`src/rtl/bpsk_frame_ctrl.sv`:
```
// BPSK frame controller: sync-word hunt with phase-ambiguity resolution, payload gating
// into the demapper, 128-bit word capture and a 2-entry valid/ready output FIFO.
module bpsk_frame_ctrl #(
  parameter logic [31:0] SYNC_WORD = 32'h1ACF_FC1D,
  parameter int          SYNC_W    = 32
) (
  input  logic         CLK,
  input  logic         RST,
  input  logic         enable,
  input  logic [7:0]   frame_words,
  input  logic         in_valid,
  input  logic [10:0]  in_ar,
  output logic         dm_valid,
  output logic [10:0]  dm_ar,
  input  logic [127:0] dm_word,
  output logic         out_valid,
  output logic [127:0] out_data,
  input  logic         out_ready,
  output logic         frame_done,
  output logic         frame_abort,
  output logic         overflow,
  output logic         inverted,
  output logic [15:0]  frame_cnt
);

  typedef enum logic [1:0] {IDLE = 2'd0, HUNT = 2'd1, PAYLOAD = 2'd2} state_t;

  localparam logic [31:0] SYNC_MASK = (SYNC_W >= 32) ? 32'hFFFF_FFFF
                                    : 32'((64'd1 << SYNC_W) - 64'd1);
  localparam logic [5:0]  SYNC_W6   = 6'(SYNC_W);

  state_t         state_q, state_d;
  logic [31:0]    shift_q;
  logic [5:0]     fill_q;
  logic [7:0]     words_left_q;
  logic [6:0]     bit_cnt_q;
  logic           inverted_q;
  logic           dm_valid_q;
  logic [10:0]    dm_ar_q;
  logic           c0_q, c0_last_q, c1_q, c1_last_q;
  logic           frame_done_q, frame_abort_q, overflow_q;
  logic [15:0]    frame_cnt_q;
  logic [127:0]   mem_q [2];
  logic           wr_ptr_q, rd_ptr_q;
  logic [1:0]     fifo_cnt_q;

  logic           h_s;
  logic [31:0]    shift_nx_s;
  logic [5:0]     fill_nx_s;
  logic           match_pos_s, match_neg_s;
  logic           hunt_bit_s, lock_s, pay_bit_s, word_end_s, last_word_s;
  logic           flush_s, abort_s, cap_s, pop_s, full_s, push_s, drop_s, done_d;
  logic [10:0]    neg_ar_s, dm_ar_d;

  // Hard decision matches the demapper: zero and negatives decide 0.
  assign h_s         = ~in_ar[10] & (|in_ar[9:0]);
  assign shift_nx_s  = {shift_q[30:0], h_s};
  assign fill_nx_s   = (fill_q >= SYNC_W6) ? fill_q : (fill_q + 6'd1);
  assign match_pos_s = ((shift_nx_s ^ SYNC_WORD) & SYNC_MASK) == 32'd0;
  assign match_neg_s = ((shift_nx_s ^ ~SYNC_WORD) & SYNC_MASK) == 32'd0;
  assign hunt_bit_s  = enable && (state_q == HUNT) && in_valid;
  assign lock_s      = hunt_bit_s && (fill_nx_s >= SYNC_W6) && (match_pos_s || match_neg_s);
  assign pay_bit_s   = enable && (state_q == PAYLOAD) && in_valid;
  assign word_end_s  = pay_bit_s && (bit_cnt_q == 7'd127);
  assign last_word_s = word_end_s && (words_left_q == 8'd1);

  // State register
  always_ff @(posedge CLK or posedge RST) begin
    if (RST) begin
      state_q <= IDLE;
    end else begin
      state_q <= state_d;
    end
  end

  // Next-state logic
  always_comb begin
    state_d = state_q;
    case (state_q)
      IDLE:    if (enable) state_d = HUNT; else state_d = IDLE;
      HUNT:    if (!enable) state_d = IDLE;
               else if (lock_s && (frame_words != 8'd0)) state_d = PAYLOAD;
               else state_d = HUNT;
      PAYLOAD: if (!enable) state_d = IDLE;
               else if (last_word_s) state_d = HUNT;
               else state_d = PAYLOAD;
      default: state_d = IDLE;
    endcase
  end

  // Output/control decode
  always_comb begin
    flush_s  = (state_q == IDLE) || !enable;
    abort_s  = (state_q == PAYLOAD) && !enable;
    cap_s    = c1_q && enable;
    pop_s    = (fifo_cnt_q != 2'd0) && out_ready;
    full_s   = (fifo_cnt_q == 2'd2);
    push_s   = cap_s && (!full_s || pop_s);
    drop_s   = cap_s && full_s && !pop_s;
    done_d   = (cap_s && c1_last_q) || (lock_s && (frame_words == 8'd0));
    // Negating -1024 has no 11-bit representation, so it saturates to +1023.
    if (in_ar == 11'h400) begin
      neg_ar_s = 11'h3FF;
    end else begin
      neg_ar_s = ~in_ar + 11'd1;
    end
    if (inverted_q) begin
      dm_ar_d = neg_ar_s;
    end else begin
      dm_ar_d = in_ar;
    end
  end

  // Sync shifter and saturating fill count
  always_ff @(posedge CLK or posedge RST) begin
    if (RST) begin
      shift_q <= 32'd0;
      fill_q  <= 6'd0;
    end else if (flush_s || lock_s) begin
      shift_q <= 32'd0;
      fill_q  <= 6'd0;
    end else if (hunt_bit_s) begin
      shift_q <= shift_nx_s;
      fill_q  <= fill_nx_s;
    end
  end

  // Frame bookkeeping: polarity, remaining words, bit position
  always_ff @(posedge CLK or posedge RST) begin
    if (RST) begin
      inverted_q   <= 1'b0;
      words_left_q <= 8'd0;
      bit_cnt_q    <= 7'd0;
    end else if (flush_s) begin
      inverted_q   <= 1'b0;
      words_left_q <= 8'd0;
      bit_cnt_q    <= 7'd0;
    end else if (lock_s) begin
      inverted_q   <= match_neg_s;
      words_left_q <= frame_words;
      bit_cnt_q    <= 7'd0;
    end else if (pay_bit_s) begin
      bit_cnt_q <= bit_cnt_q + 7'd1;
      if (bit_cnt_q == 7'd127) begin
        words_left_q <= words_left_q - 8'd1;
      end
    end
  end

  // Demapper feed, one cycle after the payload sample
  always_ff @(posedge CLK or posedge RST) begin
    if (RST) begin
      dm_valid_q <= 1'b0;
      dm_ar_q    <= 11'd0;
    end else begin
      dm_valid_q <= pay_bit_s;
      if (pay_bit_s) begin
        dm_ar_q <= dm_ar_d;
      end
    end
  end

  // Capture pipeline: c1 lines up with the demapper having absorbed bit 127
  always_ff @(posedge CLK or posedge RST) begin
    if (RST) begin
      c0_q      <= 1'b0;
      c0_last_q <= 1'b0;
      c1_q      <= 1'b0;
      c1_last_q <= 1'b0;
    end else if (flush_s) begin
      c0_q      <= 1'b0;
      c0_last_q <= 1'b0;
      c1_q      <= 1'b0;
      c1_last_q <= 1'b0;
    end else begin
      c0_q      <= word_end_s;
      c0_last_q <= last_word_s;
      c1_q      <= c0_q;
      c1_last_q <= c0_last_q;
    end
  end

  // Status pulses and frame counter
  always_ff @(posedge CLK or posedge RST) begin
    if (RST) begin
      frame_done_q  <= 1'b0;
      frame_abort_q <= 1'b0;
      frame_cnt_q   <= 16'd0;
    end else begin
      frame_done_q  <= done_d;
      frame_abort_q <= abort_s;
      if (done_d) begin
        frame_cnt_q <= frame_cnt_q + 16'd1;
      end
    end
  end

  // Output FIFO with sticky overflow
  always_ff @(posedge CLK or posedge RST) begin
    if (RST) begin
      mem_q[0]   <= 128'd0;
      mem_q[1]   <= 128'd0;
      wr_ptr_q   <= 1'b0;
      rd_ptr_q   <= 1'b0;
      fifo_cnt_q <= 2'd0;
      overflow_q <= 1'b0;
    end else if (flush_s) begin
      wr_ptr_q   <= 1'b0;
      rd_ptr_q   <= 1'b0;
      fifo_cnt_q <= 2'd0;
      overflow_q <= 1'b0;
    end else begin
      if (push_s) begin
        mem_q[wr_ptr_q] <= dm_word;
        wr_ptr_q        <= ~wr_ptr_q;
      end
      if (pop_s) begin
        rd_ptr_q <= ~rd_ptr_q;
      end
      fifo_cnt_q <= fifo_cnt_q + {1'b0, push_s} - {1'b0, pop_s};
      if (drop_s) begin
        overflow_q <= 1'b1;
      end
    end
  end

  assign dm_valid    = dm_valid_q;
  assign dm_ar       = dm_ar_q;
  assign out_valid   = (fifo_cnt_q != 2'd0);
  assign out_data    = mem_q[rd_ptr_q];
  assign frame_done  = frame_done_q;
  assign frame_abort = frame_abort_q;
  assign overflow    = overflow_q;
  assign inverted    = inverted_q;
  assign frame_cnt   = frame_cnt_q;

endmodule
```
`config.mk`:
```
export PLATFORM = sky130hd
export DESIGN_NAME = bpsk_frame_ctrl
export DESIGN_NICKNAME = d
export VERILOG_FILES = /design/src/rtl/bpsk_frame_ctrl.sv
export SDC_FILE = /design/constraint.sdc
export NUM_CORES = 1
export LEC_CHECK = 0
export ABC_AREA = 1
export CAP_MARGIN = 20
export CORE_ASPECT_RATIO = 1.1
export CORE_MARGIN = 4
export CORE_UTILIZATION = 52
export DETAILED_ROUTE_END_ITERATION = 10
export PLACE_DENSITY_LB_ADDON = 0.1
export SLEW_MARGIN = 20
export SYNTH_ARGS = -nofsm -noshare
export SYNTH_HDL_FRONTEND = slang
export SYNTH_SLANG_ARGS = --single-unit
```
`constraint.sdc`:
```
create_clock -name CLK -period 17.38 [get_ports CLK]
set_input_delay 3.476 -clock CLK [delete_from_list [all_inputs] [get_ports CLK]]
set_output_delay 3.476 -clock CLK [all_outputs]
set_load 0.005 [all_outputs]
```
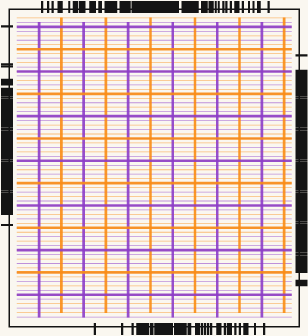
(run_1/power_grid.png)
Pins as bars on the die edge.
- VDD: orange
- VSS: purple
- signal pins: 313
- rows: 67
- met1 rails: 68
- met5 straps: 13
- met4 straps: 12
Core Footprint: 30500 µm²
peak supply drop: 0.0000646 V
height of the chip: 193 µm
Die Width: 176 µm

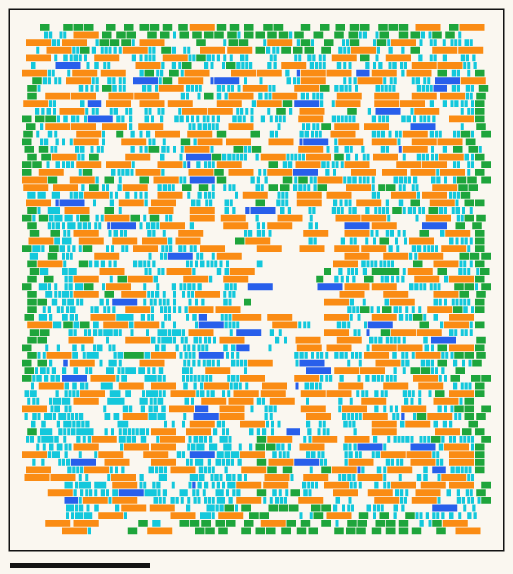
(run_1/placement_by_type.png)
The bar under the picture is 50 µm long.
- combinational and other logic: cyan (cells 1568)
- clock drivers and dummy loads: blue (cells 60)
- remaining buffers and delay cells: green (cells 321)
- sequential cells: orange (cells 350)
Seq area share: 0.428
Site Rows: 67
final core occ: 0.671
final instance area: 20500 µm²

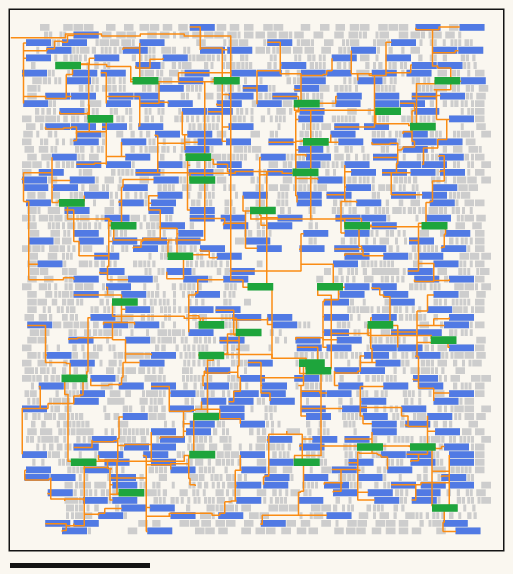
(run_1/clk_routes.png)
The bar under the picture is 50 µm long.
- clock wires: orange (length 4190 µm)
- clock drivers: green (count 37)
- flip-flops: blue (count 350)
- flops lie: all over the die
Clk pwr share: 0.319
Clock net power: 0.727 mW
Clock Skew: 0.0141 ns
clk latency late pin: 0.51 ns

==> reports/metrics.csv, run 1 <==
stage,metric,value,unit
global_routing,pin count of the biggest net entering global routing,257,
global_routing,number of global-route vias before repair,13322,
cells_and_area,most numerous logic cell after layout,nand2_1,
clock_network,H-tree depth,2,
worst_setup_path,Reg-to-Reg Start,fifo_cnt_q[1]$_DFF_PP0_,
min_path,min-delay src,c0_q$_DFF_PP0_,
yosys,top cells by area,"dfrtp_1, nand2_1, o21ai_0",
placement,placed cells,2652,
yosys,most common cell in the synthesized netlist,nand2_1,
yosys,ys cells,2017,
worst_setup_path,reg2reg path depth,10,
yosys,floorplan net count,2178,
cells_and_area,final cell count without fillers,2715,
sta,Tmin final,6.98,ns
route,routed vias,13637,
route,DRC errors left,0,
global_routing,antenna violations before repair,1,
flow_run,max-cap viol count,0,
route,met3 wire len,2500,µm
yosys,Syn. warnings,0,
worst_setup_path,WP data required,13.90,ns
worst_setup_path,CP endpoint kind,output pin,
pwr,P_leak,10.1,nW
outcome,status,finished clean,
route,M1 WL,17200,µm
global_routing,gr ovfl total,0,
sta,Final setup violation count,0,
cells_and_area,Biggest register,mem_q,
clock_network,Root Buffer,clkbuf_16,
route,routed len/inst,14.8,µm
clock_network,Post-CTS Resized,0,
placement,HPWL Detailed,26500,µm
run 1: per-layer routing:
layer / up-vias / GRT usage
met2: 333 / 0.400
li1: 6769 / -
met5: - / 0
met1: 6479 / 0.312
met3: 54 / 0.0523
met4: 2 / 0.0567
run 1: where the power goes:
group	switching [mW]	total, mW	internal [mW]
clock network	0.302	0.727	0.425
logic	0.250	0.559	0.309
registers	0.0627	0.993	0.930
run 1: worst max-delay path, cell delays in order, from the launching register on:
cell,delay [ns]
dfrtp_4,0.78
inv_4,0.46
buf_4,0.90
nand2_1,0.10
nand2_1,0.17
clkdlybuf4s50_1,0.52
run 1: metrics by stage:
stage	hold WS (ns)	total power, mW
finish	0.473	2.28
global route	0.508	2.42
CTS	0.473	2.31
detailed placement	0.464	1.57
global placement	0.453	1.55
floorplan	0.448	1.24
run 1: cells by family (layout without fill, tap and decap cells):
family                     Yosys count  in the layout  synth area share
and+or+nand+nor                    968            968             0.240
other                                0              2                 0
adders and majority gates            9              9           0.00700
buffers and inverters              322            604            0.0836
DFF                                350            350             0.544
xor gates and xnor gates            34             34            0.0185
AOI/OAI and AO/OA                  334            334             0.107
run 1: worst max-delay path by stage:
stage                          from                        to  slack (ns)  cells after the start
6_report       rd_ptr_q$_DFFE_PP0P_             out_data[127]       10.40                      5
3_5_place_dp                 enable    mem_q[143]$_DFFE_PP0P_       10.12                      8
2_1_floorplan                   RST  bit_cnt_q[0]$_DFFE_PP0P_        4.20                      1
4_1_cts        rd_ptr_q$_DFFE_PP0P_             out_data[127]       10.33                      5
3_3_place_gp                 enable    mem_q[242]$_DFFE_PP0P_       10.26                      8
5_1_grt        rd_ptr_q$_DFFE_PP0P_             out_data[120]       10.18                      5
## Run 2: what changed since run 1
--- a/config.mk
+++ b/config.mk
@@ -9,7 +9,7 @@
 export CAP_MARGIN = 20
 export CORE_ASPECT_RATIO = 1.1
 export CORE_MARGIN = 4
-export CORE_UTILIZATION = 52
+export CORE_UTILIZATION = 47
 export DETAILED_ROUTE_END_ITERATION = 10
 export PLACE_DENSITY_LB_ADDON = 0.1
 export SLEW_MARGIN = 20
==> constraint.sdc (replaced) <==
create_clock -name CLK -period 5.7 [get_ports CLK]
set_input_delay 1.14 -clock CLK [delete_from_list [all_inputs] [get_ports CLK]]
set_output_delay 1.14 -clock CLK [all_outputs]
set_load 0.005 [all_outputs]
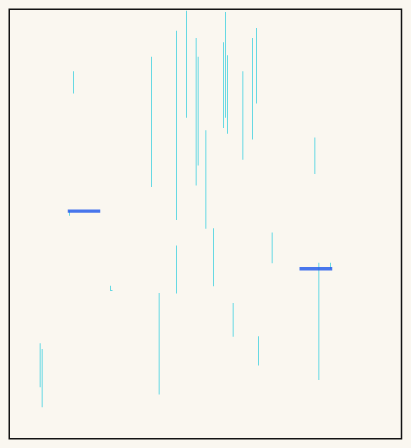
(run_2/wires.png)
Two of the layers only.
- metal 5: blue (wire length 27.6 µm)
- metal 4: cyan (wire length 897 µm)
routed vias: 13632
GRT Overall Usage: 0.218
routed len/inst: 15.1 µm
DRT Wirelength: 41300 µm

==> run 2 against run 1 <==
Against the previous run:
- register-to-register slack got worse by 11 ns
- core utilization down 5.3 points
- synthesized cell count stayed put
- clock power rose to 3.5 times the previous value
- sequential cell count unchanged
- clock skew decreased by 0.0037 ns
- global-route usage down 1.7 points
- critical path type unchanged
==> reports/metrics.csv, run 2 <==
stage,metric,value,unit,change
pwr,Clock net power,2.51,mW,+250%
pwr,Tot Pwr,7.25,mW,+220%
placement,HPWL Detailed,27600,µm,+4.0%
clock_network,clk latency late pin,0.51,ns,about the same
global_routing,grt met3 use,0.0517,,-0.000656
yosys,most common cell in the synthesized netlist,nand2_1,,
pwr,Top power group,registers,,
worst_setup_path,WP data required,4.56,ns,-9.34 ns
yosys,Syn. warnings,0,,unchanged
pwr,Net Switching,1.91,mW,+210%
outcome,status,finished clean,,
worst_setup_path,"slowest stage delay, CP",0.90,ns,about the same
pwr,Sw Share,0.264,,-0.00589
yosys,floorplan net count,2178,,unchanged
worst_setup_path,CP cell instances,buf_4 > nand2_1 > nand2_1 > clkdlybuf4s50_1,,
yosys,ys cells,2017,,unchanged
pwr,Reg power frac,0.418,,-0.018
floorplanning,Site Rows,70,,+4.5%
pwr,comb pwr,1.71,mW,+210%
flow_run,max-cap viol count,0,,unchanged
clock_network,Root Buffer,clkbuf_16,,
global_routing,met1 Usage GRT,0.287,,-0.0256
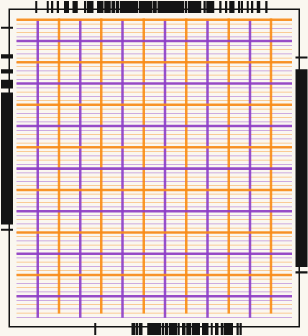
(run_2/power_grid.png)
Pins as bars on the die edge.
- VSS: purple
- VDD: orange
- signal pins: 313
- rows: 70
- met1 rails: 71
- met4 straps: 12
- met5 straps: 14
height of the chip: 202 µm
Core Footprint: 33500 µm²
Die Width: 184 µm
peak supply drop: 0.000243 V

-- run 2: cell types whose count changed in the layout (fill, tap and decap cells not counted), sizes merged --
cell      change
buf           +5
bufinv        +3
clkbuf        -1
clkinv        +4
clkinvlp      +1
diode         -2
inv           -2
-- run 2: layout make-up --
| class | count | area, µm² |
|---|---|---|
| clock buffer | 56 | 1170 |
| inverter | 223 | 843 |
| timing repair buffer | 326 | 3290 |
| clock inverter | 9 | 120 |
| multi-input combinational | 1345 | 6000 |
| fill | 2988 | 12800 |
| sequential | 350 | 8760 |
| tap | 432 | 541 |
-- run 2: cells by family after synthesis --
logic type | after synthesis | synth area share
compound gates | 334 | 0.107
xor+xnor | 34 | 0.0185
fa+ha+maj | 9 | 0.00700
buf+inv | 322 | 0.0836
flops | 350 | 0.544
simple gates | 968 | 0.240
-- run 2: worst max-delay path: cells and delay by family, from the launching register on --
family	cells	cell delay [ns]
AND/OR/NAND/NOR	2	0.23
buffers and inverters	2	1.40
flip-flops	1	0.90
-- run 2: path summary, 6_finish.rpt --
path	from	to	slack (ns)	cells after the start
max in group asynchronous	RST	mem_q[17]$_DFFE_PP0P_	3.50	3
min in group asynchronous	RST	mem_q[244]$_DFFE_PP0P_	1.04	2
min reg2reg	c0_q$_DFF_PP0_	c1_q$_DFF_PP0_	0.47	2
max	rd_ptr_q$_DFFE_PP0P_	out_data[125]	1.51	4
max reg2reg	fifo_cnt_q[1]$_DFF_PP0_	mem_q[76]$_DFFE_PP0P_	2.74	7
min	c0_q$_DFF_PP0_	c1_q$_DFF_PP0_	0.47	2
-- run 2: per-layer routing --
layer	wire (µm)	part of all wire
met1	17400	0.42
met2	19700	0.48
met3	3240	0.079
met4	896	0.022
met5	27	0.00065
Power and IR drop assume default switching activity.
